Figure 1. Metal layers overlaid.
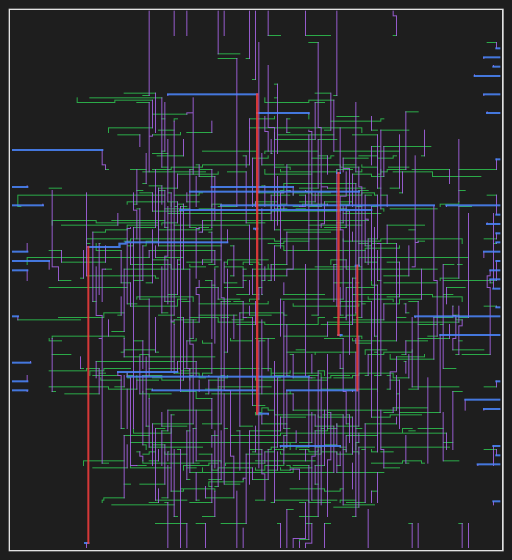
Figure 2. Metal 1.
Supply wires on this layer in grey.
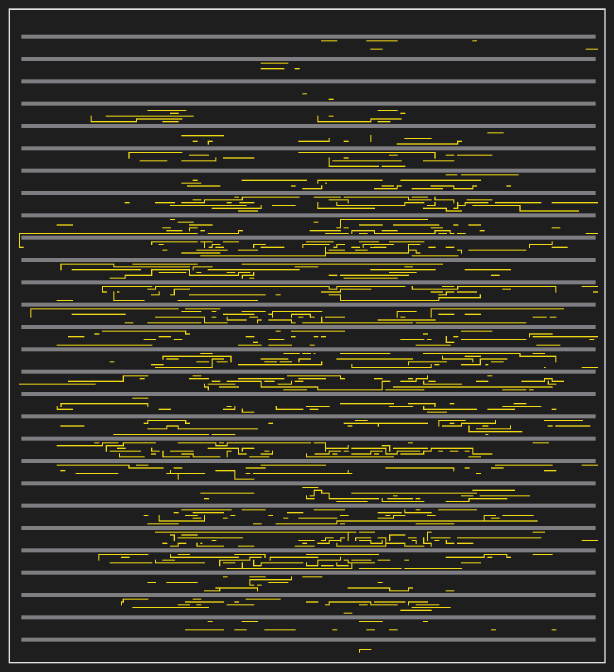
Figure 3. Cell placement.
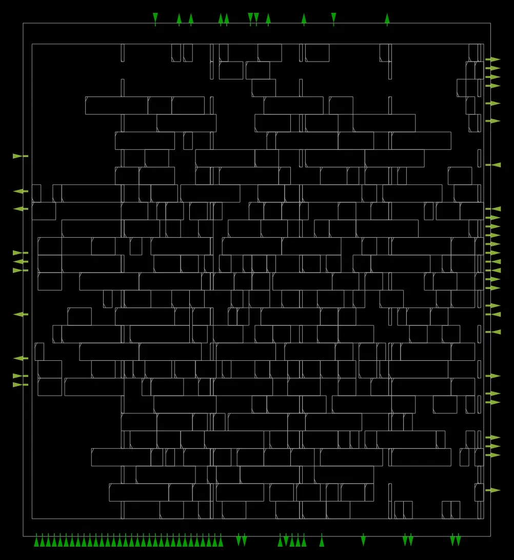
Figure 4. Signal metal coverage by tile.
The die is cut into 14 by 16 equal tiles; black is low, pale yellow is high, scaled to the fullest tile. Values are wire area over tile area, all layers added.
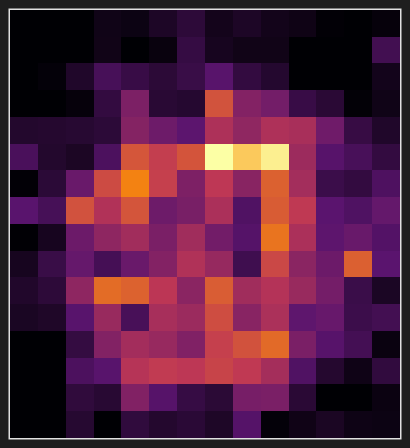
Figure 5. Cells coloured by class.
Bar = 20 um. Fill, decap, tap and diode cells in grey.
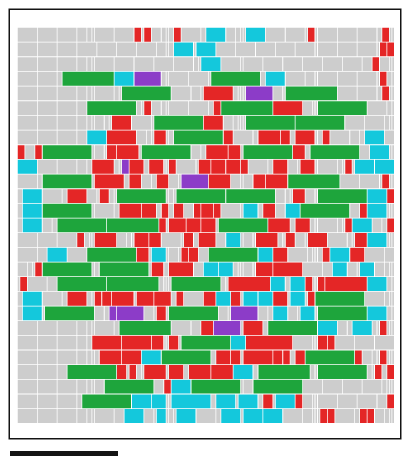
==> config.mk <==
export PLATFORM = sky130hd
export DESIGN_NAME = irq_controller
export DESIGN_NICKNAME = d
export VERILOG_FILES = /design/src/rtl/irq_ctrl_pkg.sv /design/src/rtl/irq_controller_prio_enc.sv /design/src/rtl/irq_controller.sv
export SDC_FILE = /design/constraint.sdc
export NUM_CORES = 1
export LEC_CHECK = 0
export ABC_CLOCK_PERIOD_IN_PS = 1960
export CORE_ASPECT_RATIO = 1.1
export CORE_UTILIZATION = 44
export CTS_CLUSTER_SIZE = 28
export DETAILED_ROUTE_END_ITERATION = 10
export PLACE_DENSITY = 0.81
export SYNTH_ARGS = -nofsm -noshare
export SYNTH_HDL_FRONTEND = slang
export SYNTH_HIERARCHICAL = 1
export SYNTH_SLANG_ARGS = --single-unit
==> constraint.sdc <==
create_clock -name clk -period 1.96 [get_ports clk]
set_input_delay 0.392 -clock clk [delete_from_list [all_inputs] [get_ports clk]]
set_output_delay 0.392 -clock clk [all_outputs]
set_load 0.02 [all_outputs]
==> src/rtl/irq_ctrl_pkg.sv <==
// Shared definitions for the interrupt controller: register map, bus
// response codes and sizing constants.
package irq_ctrl_pkg;

  localparam int IRQ_NUM_MAX = 32;
  localparam int ID_W        = 5;

  // Byte offsets of the control registers.
  localparam logic [3:0] REG_PEND   = 4'h0;
  localparam logic [3:0] REG_MASK   = 4'h4;
  localparam logic [3:0] REG_TYPE   = 4'h8;
  localparam logic [3:0] REG_ACTIVE = 4'hC;

  typedef enum logic [1:0] {
    RESP_OKAY   = 2'b00,
    RESP_SLVERR = 2'b10
  } resp_e;

  // Expand the 4-bit byteenable into a 32-bit bit mask.
  function automatic logic [31:0] be_to_mask(input logic [3:0] be);
    return {{8{be[3]}}, {8{be[2]}}, {8{be[1]}}, {8{be[0]}}};
  endfunction

endpackage

==> src/rtl/irq_controller_prio_enc.sv <==
// Combinational priority encoder: lowest-numbered active request wins.
// id is 0 when no request is active.
module irq_prio_enc
  import irq_ctrl_pkg::*;
#(
  parameter int IRQ_NUM = 8
) (
  input  logic [IRQ_NUM-1:0] req,
  output logic               valid,
  output logic [ID_W-1:0]    id
);

  // Scan from the top down so the lowest index is the last to overwrite id.
  always_comb begin
    valid = |req;
    id    = '0;
    for (int i = IRQ_NUM - 1; i >= 0; i--) begin
      if (req[i]) id = ID_W'(i);
    end
  end

endmodule

==> src/rtl/irq_controller.sv <==
// Interrupt aggregator with an Avalon-MM control slave.
// Latches per-line requests (edge or level), masks them and drives a
// registered CPU interrupt plus the id of the highest-priority line.
// Optional build macro IRQ_SYNC_EN: adds a 2-flop synchronizer on irq_in.
module irq_controller
  import irq_ctrl_pkg::*;
#(
  parameter int IRQ_NUM = 8
) (
  input  logic               clk,
  input  logic               rst_n,
  input  logic [3:0]         ctrl_address,
  input  logic               ctrl_read,
  output logic [31:0]        ctrl_readdata,
  output logic [1:0]         ctrl_response,
  input  logic               ctrl_write,
  input  logic [31:0]        ctrl_writedata,
  input  logic [3:0]         ctrl_byteenable,
  output logic               ctrl_waitrequest,
  input  logic [IRQ_NUM-1:0] irq_in,
  output logic               cpu_irq,
  output logic [ID_W-1:0]    cpu_irq_id
);

  // Handshake: the master holds read/write, address and data until it sees
  // waitrequest low at a rising edge. ack goes high for exactly one cycle on
  // the edge after a request appears; read data/response are registered on
  // that same edge, and write side-effects commit on the edge that ends the
  // ack cycle. A request therefore takes two cycles end to end.

  logic [IRQ_NUM-1:0] irq_s;

`ifdef IRQ_SYNC_EN
  logic [IRQ_NUM-1:0] sync1_q, sync1_d;
  logic [IRQ_NUM-1:0] sync2_q, sync2_d;

  // Next state of the two synchronizer stages.
  always_comb begin
    sync1_d = irq_in;
    sync2_d = sync1_q;
  end

  // Two-flop synchronizer for asynchronous peripheral lines.
  always_ff @(posedge clk or negedge rst_n) begin
    if (!rst_n) begin
      sync1_q <= '0;
      sync2_q <= '0;
    end else begin
      sync1_q <= sync1_d;
      sync2_q <= sync2_d;
    end
  end

  assign irq_s = sync2_q;
`else
  assign irq_s = irq_in;
`endif

  logic               ack_q, ack_d;
  logic [IRQ_NUM-1:0] pend_q, pend_d;
  logic [IRQ_NUM-1:0] mask_q, mask_d;
  logic [IRQ_NUM-1:0] irq_type_q, irq_type_d;
  logic [IRQ_NUM-1:0] irq_prev_q, irq_prev_d;
  logic               cpu_irq_q, cpu_irq_d;
  logic [ID_W-1:0]    cpu_irq_id_q, cpu_irq_id_d;
  logic [31:0]        readdata_q, readdata_d;
  resp_e              response_q, response_d;

  logic               acc_req;
  logic               addr_ok;
  logic               wr_commit;
  logic [31:0]        be_mask_full;
  logic [IRQ_NUM-1:0] be_mask;
  logic [IRQ_NUM-1:0] wdata_n;
  logic [IRQ_NUM-1:0] pend_clr;
  logic [IRQ_NUM-1:0] pend_rise;
  logic [31:0]        pend_w, mask_w, type_w, active_w;
  logic               enc_valid;
  logic [ID_W-1:0]    enc_id;
  logic               unused_bits;

  assign acc_req      = ctrl_read | ctrl_write;
  assign addr_ok      = (ctrl_address[1:0] == 2'b00);
  assign wr_commit    = ack_q & ctrl_write & addr_ok;
  assign be_mask_full = be_to_mask(ctrl_byteenable);
  assign be_mask      = be_mask_full[IRQ_NUM-1:0];
  assign wdata_n      = ctrl_writedata[IRQ_NUM-1:0];
  assign unused_bits  = ^{ctrl_writedata, be_mask_full};

  irq_prio_enc #(.IRQ_NUM(IRQ_NUM)) u_prio_enc (
    .req   (pend_q & mask_q),
    .valid (enc_valid),
    .id    (enc_id)
  );

  // Zero-extend the IRQ_NUM-wide registers onto the 32-bit read bus.
  always_comb begin
    pend_w                = '0;
    mask_w                = '0;
    type_w                = '0;
    pend_w[IRQ_NUM-1:0]   = pend_q;
    mask_w[IRQ_NUM-1:0]   = mask_q;
    type_w[IRQ_NUM-1:0]   = irq_type_q;
    active_w              = '0;
    active_w[31]          = cpu_irq_q;
    active_w[ID_W-1:0]    = cpu_irq_id_q;
  end

  // Bus handshake and read-data capture on the edge that raises ack.
  always_comb begin
    ack_d      = acc_req & ~ack_q;
    readdata_d = readdata_q;
    response_d = response_q;
    if (acc_req && !ack_q) begin
      readdata_d = '0;
      response_d = RESP_OKAY;
      if (!addr_ok) begin
        response_d = RESP_SLVERR;
      end else if (!ctrl_write) begin
        case (ctrl_address)
          REG_PEND:   readdata_d = pend_w;
          REG_MASK:   readdata_d = mask_w;
          REG_TYPE:   readdata_d = type_w;
          REG_ACTIVE: readdata_d = active_w;
          default:    readdata_d = '0;
        endcase
      end
    end
  end

  // Register writes, pending-latch update and output staging.
  always_comb begin
    mask_d     = mask_q;
    irq_type_d = irq_type_q;
    pend_clr   = '0;
    if (wr_commit && ctrl_address == REG_MASK)
      mask_d = (mask_q & ~be_mask) | (wdata_n & be_mask);
    if (wr_commit && ctrl_address == REG_TYPE)
      irq_type_d = (irq_type_q & ~be_mask) | (wdata_n & be_mask);
    if (wr_commit && ctrl_address == REG_PEND)
      pend_clr = wdata_n & be_mask;
    pend_rise  = irq_s & ~irq_prev_q;
    // Edge lines: a new rising edge beats a same-cycle write-1-clear.
    // Level lines: follow the input, clears are ignored.
    pend_d     = (irq_type_q & ((pend_q & ~pend_clr) | pend_rise)) |
                 (~irq_type_q & irq_s);
    irq_prev_d   = irq_s;
    cpu_irq_d    = enc_valid;
    cpu_irq_id_d = enc_id;
  end

  // State registers; reset drops any in-flight access.
  always_ff @(posedge clk or negedge rst_n) begin
    if (!rst_n) begin
      ack_q        <= 1'b0;
      pend_q       <= '0;
      mask_q       <= '0;
      irq_type_q   <= '1;
      irq_prev_q   <= '0;
      cpu_irq_q    <= 1'b0;
      cpu_irq_id_q <= '0;
      readdata_q   <= '0;
      response_q   <= RESP_OKAY;
    end else begin
      ack_q        <= ack_d;
      pend_q       <= pend_d;
      mask_q       <= mask_d;
      irq_type_q   <= irq_type_d;
      irq_prev_q   <= irq_prev_d;
      cpu_irq_q    <= cpu_irq_d;
      cpu_irq_id_q <= cpu_irq_id_d;
      readdata_q   <= readdata_d;
      response_q   <= response_d;
    end
  end

  assign ctrl_waitrequest = ~ack_q;
  assign ctrl_readdata    = readdata_q;
  assign ctrl_response    = response_q;
  assign cpu_irq          = cpu_irq_q;
  assign cpu_irq_id       = cpu_irq_id_q;

endmodule

==> reports/metrics.csv <==
metric;value;unit
cell family with most CP delay;buffers and inverters;
crit-path max FO;4;
Worst-Skew Late Latency;300;ps
Seq/Total Area, Yosys;51.6;%
Primary FF master, synth;dfrtp_1;
synthesized area per cell;11.9;sq um
dominant kind of cell;flip-flops and latches;
CTS H-tree lvls;2;
DRT met1 WL;2090;um
Worst Reg-to-Reg Cells;4;
switching share of power;27.6;%
Nets;312;
internal power;1.68;mW
Buf/Inv on CP;2;
count of library flops with an enable pin;0;
kind of critical path;reg2out;
tool warnings;53;
outcome;finished clean;
drt via density;5.13;
flops & latches, synth;49;
CTS Buffer Depth;2;
Repair and plain buffers;61;
pins over their slew limit;0;
uppermost layer routed;met4;
crit-path cells;inv_1 > clkdlybuf4s50_1;
Distinct lib cells used;33;
Synth Cell Area;2400;sq um
Post-CTS Setup Bufs;0;
Top power group;registers;
Fmax;0.566;GHz
About Figure 1:
metal 3: shown in blue, wire length 311 um. metal 1: shown in green, wire length 2090 um. metal 4: shown in red, wire length 133 um. metal 2: shown in purple, wire length 2510 um.
DR WL/cell: 15.2 um
DR vias: 1708

About Figure 2:
The layer carries 2090 um of wire. 248 nets have wire on it. The longest straight run is 24.4 um.
WL final: 5050 um
met1 Resource Use GR: 23.9%

About Figure 3:
Well Taps: 72
Finished Layout Cells: 333

About Figure 4:
The mean over all tiles is 0.14. The fullest tile reaches 0.59. The densest ninth of the die: centre. 16% of the tiles are nearly empty. The emptiest ninth of the die: north-west.

About Figure 5:
remaining buffers and delay cells: shown in cyan, cells 61, share of their area 20%. sequential cells: shown in green, cells 49, share of their area 43%. combinational and other logic: shown in red, cells 143, share of their area 35%. clock drivers and dummy loads: shown in purple, cells 8, share of their area 3.1%.

-- layout by cell type, fill, tap and decap left out, drive strengths merged, types with 2 or more instances in the layout --
master,instances
buf,21
a22oi,7
o21ai,6
and3,2
inv,3
nor4,3
nand3,10
conb,26
a32o,8
nand2,19
nor2b,2
dfrtp,41
nand4,5
and3b,2
dfstp,8
mux2,23
o21bai,2
clkbuf,8
o211ai,5
and2,9
clkdlybuf4s50,40
nor2,4
-- kinds of logic (layout without fill, tap and decap cells) --
group / after synthesis / in the layout / synth area share, %
flip-flops: 49 / 49 / 51.6
AND-OR/OR-AND: 32 / 32 / 10.2
AND/OR/NAND/NOR: 59 / 59 / 15.0
multiplexers: 23 / 23 / 12.1
other: 2 / 26 / 0.313
buffers and inverters: 36 / 72 / 10.8
No activity file was given, so power comes from the tool's default toggle rates.
